**Run 1: pin map**

Pins as bars across the die edge, other pins in grey.
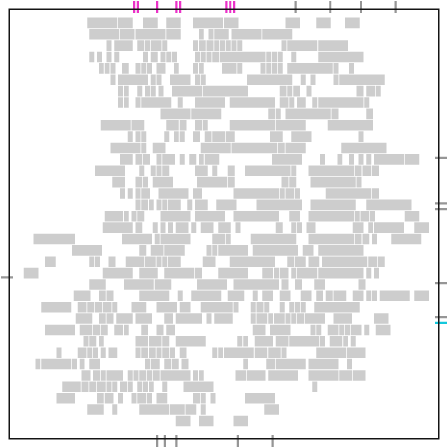
**Run 1: clock distribution**

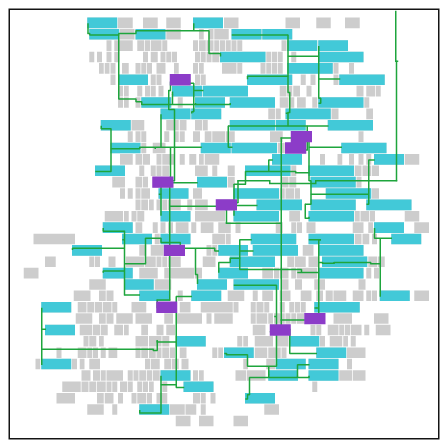
**Run 1: wires at chosen ports, followed through buffers**

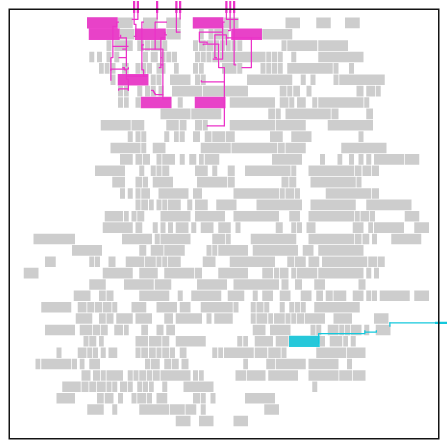
**Run 1: signal wires by layer**

Bar = 20 microns.
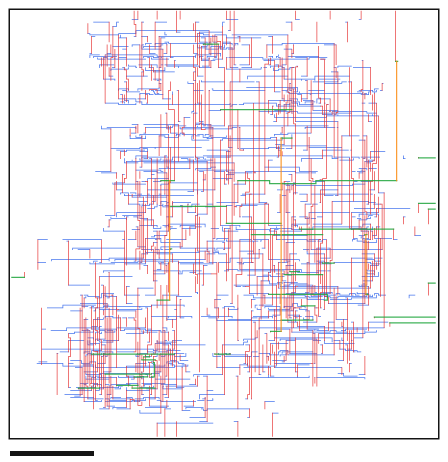
File: src/rtl/trng_cond_pkg.sv
// Shared types and default constants for the TRNG conditioning stage.
// Defining TRNG_COND_VN_EN elsewhere enables von Neumann debiasing in trng_conditioner.
package trng_cond_pkg;

   typedef enum logic {
      PAIR_EMPTY = 1'b0,
      PAIR_HALF  = 1'b1
   } pair_state_e;

   localparam int unsigned WIDTH_DEF      = 8;
   localparam int unsigned RCT_LIMIT_DEF  = 32;
   localparam int unsigned FIFO_DEPTH_DEF = 4;
   localparam int unsigned DROP_CNT_W     = 8;

endpackage

File: src/rtl/trng_cond_fifo.sv
// Pointer-based synchronous FIFO with a registered head word and a valid/ready output side.
// The extra pointer bit tells full from empty.
module trng_cond_fifo #(
   parameter int unsigned WIDTH = 8,
   parameter int unsigned DEPTH = 4
) (
   input  logic             clk,
   input  logic             rst,
   input  logic             flush,
   input  logic             push,
   input  logic [WIDTH-1:0] push_data,
   output logic             full,
   output logic             empty,
   output logic [WIDTH-1:0] out_data,
   output logic             out_valid,
   input  logic             out_ready
);

   localparam int unsigned AW = $clog2(DEPTH);
   localparam int unsigned PW = AW + 1;

   logic [PW-1:0]    wr_ptr, rd_ptr, wr_next, rd_next;
   logic [WIDTH-1:0] mem [DEPTH];
   logic [WIDTH-1:0] data_next;
   logic             pop_c, push_c;

   assign empty  = (wr_ptr == rd_ptr);
   assign full   = (wr_ptr[AW] != rd_ptr[AW]) && (wr_ptr[AW-1:0] == rd_ptr[AW-1:0]);
   assign pop_c  = out_valid && out_ready;
   assign push_c = push && !flush && (!full || pop_c);

   // Next head word; a push into the slot that becomes the head is forwarded.
   always_comb begin
      wr_next   = wr_ptr + PW'(push_c);
      rd_next   = rd_ptr + PW'(pop_c);
      data_next = mem[rd_next[AW-1:0]];
      if (push_c && (wr_ptr[AW-1:0] == rd_next[AW-1:0])) begin
         data_next = push_data;
      end
      if (flush) begin
         wr_next   = '0;
         rd_next   = '0;
         data_next = '0;
      end
   end

   always_ff @(posedge clk) begin
      if (rst) begin
         wr_ptr    <= '0;
         rd_ptr    <= '0;
         out_data  <= '0;
         out_valid <= 1'b0;
      end else begin
         wr_ptr    <= wr_next;
         rd_ptr    <= rd_next;
         out_data  <= data_next;
         out_valid <= (wr_next != rd_next);
      end
   end

   always_ff @(posedge clk) begin
      if (push_c) begin
         mem[wr_ptr[AW-1:0]] <= push_data;
      end
   end

endmodule

File: src/rtl/trng_conditioner.sv
// Repetition-count health test, optional von Neumann debias, word packer and output FIFO.
// Build option: define TRNG_COND_VN_EN to enable the von Neumann pair stage.
module trng_conditioner
   import trng_cond_pkg::*;
#(
   parameter int unsigned WIDTH      = WIDTH_DEF,
   parameter int unsigned RCT_LIMIT  = RCT_LIMIT_DEF,
   parameter int unsigned FIFO_DEPTH = FIFO_DEPTH_DEF
) (
   input  logic                  clk,
   input  logic                  rst,
   input  logic                  raw_bit,
   input  logic                  raw_valid,
   output logic [WIDTH-1:0]      out_data,
   output logic                  out_valid,
   input  logic                  out_ready,
   output logic                  health_fail,
   input  logic                  fail_clear,
   output logic [DROP_CNT_W-1:0] drop_cnt
);

   localparam int unsigned RUN_W = 8;
   localparam int unsigned CNT_W = $clog2(WIDTH);

   logic [RUN_W-1:0] run_cnt, run_next_c;
   logic             prev_bit;
   logic             accept_c, trip_c, take_c, clr_c, flush_c;
   logic             emit_c, emit_bit_c;
   logic [CNT_W-1:0] pack_cnt;
   logic [WIDTH-1:0] pack_word, word_c, push_word;
   logic             push_q;
   logic             fifo_full, fifo_empty, drop_c;

   assign accept_c = raw_valid && !health_fail && !fail_clear;
   assign clr_c    = fail_clear || health_fail;
   assign flush_c  = trip_c || health_fail;

   // Run length of identical raw bits; zero means no previous bit.
   always_comb begin
      run_next_c = RUN_W'(1);
      if ((run_cnt != '0) && (raw_bit == prev_bit)) begin
         run_next_c = (run_cnt == RUN_W'(RCT_LIMIT)) ? run_cnt : run_cnt + RUN_W'(1);
      end
   end

   assign trip_c = accept_c && (run_next_c == RUN_W'(RCT_LIMIT));
   assign take_c = accept_c && !trip_c;

   always_ff @(posedge clk) begin
      if (rst) begin
         run_cnt     <= '0;
         prev_bit    <= 1'b0;
         health_fail <= 1'b0;
      end else if (fail_clear) begin
         run_cnt     <= '0;
         health_fail <= 1'b0;
      end else if (accept_c) begin
         run_cnt  <= run_next_c;
         prev_bit <= raw_bit;
         if (trip_c) begin
            health_fail <= 1'b1;
         end
      end
   end

`ifdef TRNG_COND_VN_EN
   pair_state_e pair_state, pair_next;
   logic        pair_bit;

   always_ff @(posedge clk) begin
      if (rst || clr_c) begin
         pair_state <= PAIR_EMPTY;
         pair_bit   <= 1'b0;
      end else begin
         pair_state <= pair_next;
         if (take_c && (pair_state == PAIR_EMPTY)) begin
            pair_bit <= raw_bit;
         end
      end
   end

   // Unequal pairs emit their first bit; 00 and 11 are discarded.
   always_comb begin
      pair_next  = pair_state;
      emit_c     = 1'b0;
      emit_bit_c = pair_bit;
      case (pair_state)
         PAIR_EMPTY: if (take_c) pair_next = PAIR_HALF;
         PAIR_HALF: begin
            if (take_c) begin
               pair_next = PAIR_EMPTY;
               emit_c    = (pair_bit != raw_bit);
            end
         end
         default: pair_next = PAIR_EMPTY;
      endcase
   end
`else
   assign emit_c     = take_c;
   assign emit_bit_c = raw_bit;
`endif

   assign word_c = pack_word | (WIDTH'(emit_bit_c) << pack_cnt);

   // LSB-first packer; the finished word is staged one edge before the FIFO push.
   always_ff @(posedge clk) begin
      if (rst) begin
         pack_cnt  <= '0;
         pack_word <= '0;
         push_q    <= 1'b0;
         push_word <= '0;
      end else begin
         push_q <= 1'b0;
         if (clr_c) begin
            pack_cnt  <= '0;
            pack_word <= '0;
         end else if (emit_c) begin
            if (pack_cnt == CNT_W'(WIDTH - 1)) begin
               push_q    <= 1'b1;
               push_word <= word_c;
               pack_cnt  <= '0;
               pack_word <= '0;
            end else begin
               pack_word <= word_c;
               pack_cnt  <= pack_cnt + CNT_W'(1);
            end
         end
      end
   end

   trng_cond_fifo #(
      .WIDTH (WIDTH),
      .DEPTH (FIFO_DEPTH)
   ) u_fifo (
      .clk       (clk),
      .rst       (rst),
      .flush     (flush_c),
      .push      (push_q),
      .push_data (push_word),
      .full      (fifo_full),
      .empty     (fifo_empty),
      .out_data  (out_data),
      .out_valid (out_valid),
      .out_ready (out_ready)
   );

   assign drop_c = push_q && fifo_full && !flush_c && !(out_valid && out_ready && !fifo_empty);

   always_ff @(posedge clk) begin
      if (rst) begin
         drop_cnt <= '0;
      end else if (drop_c && (drop_cnt != '1)) begin
         drop_cnt <= drop_cnt + DROP_CNT_W'(1);
      end
   end

endmodule
File: config.mk
export PLATFORM = sky130hd
export DESIGN_NAME = trng_conditioner
export DESIGN_NICKNAME = d
export VERILOG_FILES = /design/src/rtl/trng_cond_pkg.sv /design/src/rtl/trng_cond_fifo.sv /design/src/rtl/trng_conditioner.sv
export SDC_FILE = /design/constraint.sdc
export NUM_CORES = 1
export LEC_CHECK = 0
export ABC_AREA = 1
export CAP_MARGIN = 20
export CORE_MARGIN = 1.5
export CORE_UTILIZATION = 41
export DETAILED_ROUTE_END_ITERATION = 8
export PLACE_DENSITY = 0.68
export SLEW_MARGIN = 20
export SYNTH_ARGS = -nofsm -noshare
export SYNTH_HDL_FRONTEND = slang
export SYNTH_SLANG_ARGS = --single-unit
export TNS_END_PERCENT = 20
File: constraint.sdc
create_clock -name clk -period 2.95 [get_ports clk]
set_input_delay 0.295 -clock clk [delete_from_list [all_inputs] [get_ports clk]]
set_output_delay 0.295 -clock clk [all_outputs]
set_load 0.005 [all_outputs]
==> commit_impl_results.txt, run 1 <==
Refresh implementation metrics

- Outcome: finished, final reports clean
- The final layout contains 501 nets.
- Critical path cell sequence: inv_1, ha_1, nand2_2, nor2_2, nor2_4, inv_2, nor2_4, nand2_2, nor2_4, nand3_4, nand4_2, inv_2, ha_1, ha_1, xnor2_1, xnor2_1, a31oi_1
* Global-route total usage across every layer: 15.9%
- Routed length on met2: roughly 3800 microns
- Worst Hold Margin: around 0.46 ns
- Non-filler instance count after layout: 624
- The biggest slice of the total power is consumed by registers.
- Counting the clock-network buffers in the layout gives 11.
- The synthesized netlist occupies a cell area of ~0.0040 sq mm.
* RePlAce Congestion: between 0.8 and 0.9
- CTS added clock buffers totalling 9.
- P_seq: 0.00123 W
* Wire length per cell: 12.4 microns
* VDD IR max: ~0.00026 V
- Final cycle utilization of the critical path: between 90% and 100%
- Met1 wire length: 3520 microns
* Fraction of area in clock buffers and inverters: under 10%
- Time the worst path needs with I/O delays and setup: 2.66 ns
* Slowest cell on the critical path: dfxtp_1
- Ranking logic cells in the layout by count gives the top entries 75 x nor2_1, 67 x nand2_1, 53 x dfxtp_1.
- Library cell with the highest instance count after synthesis: nor2_1
* Adder-cell area share of the yosys netlist: roughly 2.8%
* Final setup fails: 0
- Relative to the synthesized area, the layout overhead comes to 13.9%.
- Non-clock buffers: 36
- Fraction of layout cells with a size suffix above 1: 16.3%
* Chip area from the yosys synthesis statistics: between 0.004 and 0.005 sq mm
- For reference, the top logic cell family by area is simple AND/OR/NAND/NOR gates.
- Area of placed instances: between 0.004 and 0.005 sq mm
- Path type of the worst min-delay path: flip-flop to flip-flop
- Met3 Resource Use GR: under 10%
- Switching power as a fraction of the total was reported as between 20% and 30%.
* Total wire length: about 7800 microns
- Area leader share: 26.2%
- The region available for standard cell placement spans 0.00968 sq mm.
* Cell area after layout: 0.00461 sq mm
- Antenna Nets Post-Route: 0
- Worst Reg-to-Reg Cells: 17
* Post-synth EDFFs: 32
* Max Fanout on Critical Path: 8
* Layout sequential cell count: 85
* Portion of the post-synthesis area used by sequential elements: between 40% and 50%
- Internal power consumption: roughly 0.0016 W
- Init Core Util: 41.8%
Notes on 'pin map' above:
colour	port	pins	direction	edge
magenta	drop_cnt	8	output	north
cyan	out_valid	1	output	east
all pins by edge	12 north, 6 east, 5 south, 1 west
PortBufs: 23
die width: 102 microns
overall die height: 102 microns

Notes on 'clock distribution' above:
[cyan] flip-flops | count: 85
[purple] clock-net drivers | count: 9
[green] clock wires | length: 1010 microns
routed clock nets	10
final worst clock skew: 0.00940 ns
clock group power: 0.000744 W
share of power burned in the clock network: 35.7%
clock insertion delay at the later pin of the skew report: 0.35 ns

Notes on 'wires at chosen ports, followed through buffers' above:
colour	port	direction	edge	end cells	buffers	wire
cyan	out_valid	output	east	1	1	28.9 microns
magenta	drop_cnt	output	north	8	8	237 microns
I/O pins: 24

Notes on 'signal wires by layer' above:
colour	layer	wire length
green	M3	281 microns
red	M2	3830 microns
blue	M1	3520 microns
orange	M4	118 microns

## run 1: sequential cells by signal, summed over array words and instances (netlist names)
name and flops:
u_fifo.rd_ptr 3, run_cnt 8, u_fifo.wr_ptr 3, u_fifo.mem 32
pack_word 8, pack_cnt 3, health_fail 1, drop_cnt 8
u_fifo.out_data 8, push_word 8, prev_bit 1, push_q 1
u_fifo.out_valid 1
## run 1: worst paths after layout
| path | startpoint | endpoint | slack [ns] |
|---|---|---|---|
| max | run_cnt[0] | u_fifo.out_valid | 0.29 |
| min | pack_word[2] | pack_word[2] | 0.46 |
| max reg2reg | run_cnt[0] | u_fifo.out_valid | 0.29 |
| min reg2reg | pack_word[2] | pack_word[2] | 0.46 |
**Run 1: cell placement**

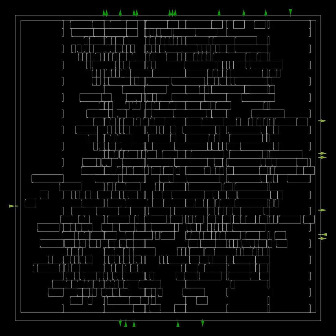

## Run 2: what changed since run 1
ABC_AREA = unset   (was 1)
PLACE_DENSITY = 0.69   (was 0.68)
**Run 2: cell placement**

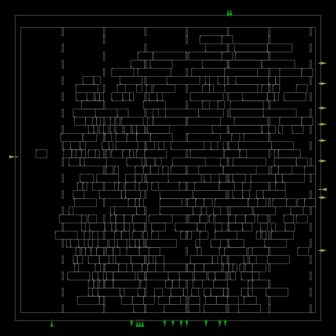
final cell utilization of the core: 48.9%
total core area: 0.00937 sq mm

**Run 2: signal wires by layer**

Bar = 20 microns.
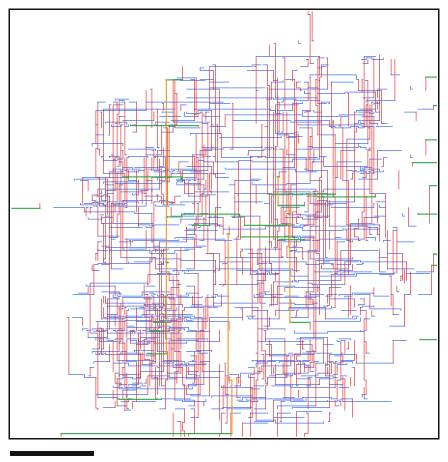
colour	layer	wire length
blue	M1	3590 microns
orange	M4	149 microns
green	M3	221 microns
red	M2	3790 microns
Vias: 2801
global-route total usage across every layer: 16.1%
wire length per cell: 14.8 microns
total wire length: 7750 microns

==> commit_impl_results.txt, run 2 <==
Refresh implementation metrics

- The run finished with clean final reports.
* Final cycle utilization of the critical path: 93.6%
- The finished cells cover 0.00459 sq mm.
- The worst path in the final design needs a cycle of 2.76 ns, including I/O delays and setup.
- Setup slack on the worst reg-to-reg path comes out at 0.19 ns.
- I/O pins: 24
- By startpoint and endpoint, the worst setup path is classified as flip-flop to flip-flop.
- Capture endpoint of the worst hold path: prev_bit
* Chip area from the yosys synthesis statistics: 0.00402 sq mm
- Routability-driven placement finished with a final weighted congestion of 0.891.
- For reference, the critical path cell chain is inv_1, ha_1, nor4b_4, and2_1, o32ai_4, o211ai_2, nand3_2, inv_2, ha_1, ha_1, xnor2_1, xnor2_1, a31oi_1.
- Per report_power, the clock group accounts for 40.2% of the total.
- Per the timing report, the most critical flop-to-flop path finishes at u_fifo.out_valid.
- Cell count listed in synth_stat.txt: 367
* CTS tree: yes
- Largest register FFs: 32
* Init Core Util: 42.9%
- The worst register-to-register path begins at run_cnt[1].
* Slowest cell on the critical path: dfxtp_1
* Final setup fails: 0
- In this run, CTS created clock tree buffers numbering 9.
- The number of cells on the worst reg-to-reg path is 13.
- Die width: ~100 microns
- Most instantiated logic cells after routing: 53 x dfxtp_1, 37 x nor2_1, 32 x edfxtp_1
- Combinational family with the most area after synthesis: simple AND/OR/NAND/NOR gates
* Portion of the post-synthesis area used by sequential elements: about 50%
* Antenna diodes: 0
- In the final run the clock tree shows a worst skew of ~0.0069 ns.
- Met1 wire length: 3590 microns
- Input and output buffers added on the ports amount to 23.
- Overall die height: 102 microns
- Worst setup endpoint: u_fifo.out_valid
- Beginning of the critical path: run_cnt[1]
- The most frequently used library cell after synthesis is dfxtp_1.
* Area growth from synthesis to layout: 14.1%
- The mapped netlist covers 0.00402 sq mm.
- Heaviest power group: registers
- The finished layout holds between 500 and 600 standard cells, fillers aside.
- The power report lists the sequential group at 0.00122 W.
- Internal power comes to 0.00166 W.
- Worst Hold Margin: slightly below 0.5 ns
- Hold path startpoint: prev_bit
- Routed length on met2: 3790 microns
* # nets final: 404
* Path type of the worst min-delay path: flip-flop to flip-flop
* Fraction of layout cells with a size suffix above 1: 17.8%
- Summed over all cells, the static leakage comes to around 1.6 nW.
* VDD IR max: 0.000196 V
* Post-synth EDFFs: 32
- Area of placed instances: about 0.0044 sq mm
- Antenna Nets Post-Route: 0
* Sw Ratio: 23.6%
- Clock insertion delay at the later pin of the skew report: roughly 0.36 ns
- For reference, full adder, half adder and majority cells occupy 2.80% of the area reported after synthesis.
## run 2: cell types whose count changed after synthesis, sizes merged, moves of 8 or more
cell,change
inv,-44
and3,+8
nor3,+12
mux4,+8
nand2,-53
nand3,-19
nand4,+16
o22ai,-8
nor2,-49
a31oi,+8
o21ai,-27
## run 2: logic make-up after synthesis
logic type      count (synthesis)
compound gates                 58
fa+ha+maj                       9
flops                          85
mux                            16
xor+xnor                       14
simple gates                  153
buf+inv                        32
## run 2: cell type report
cell class                 count  area [sq um]
clock buffer                   9           124
clock inverter                 7          86.3
fill                         869          4780
inverter                       6          22.5
multi-input combinational    250          1840
sequential                    85          2020
tap                          129           161
timing repair buffer          37           335
Power and IR drop assume default switching activity.
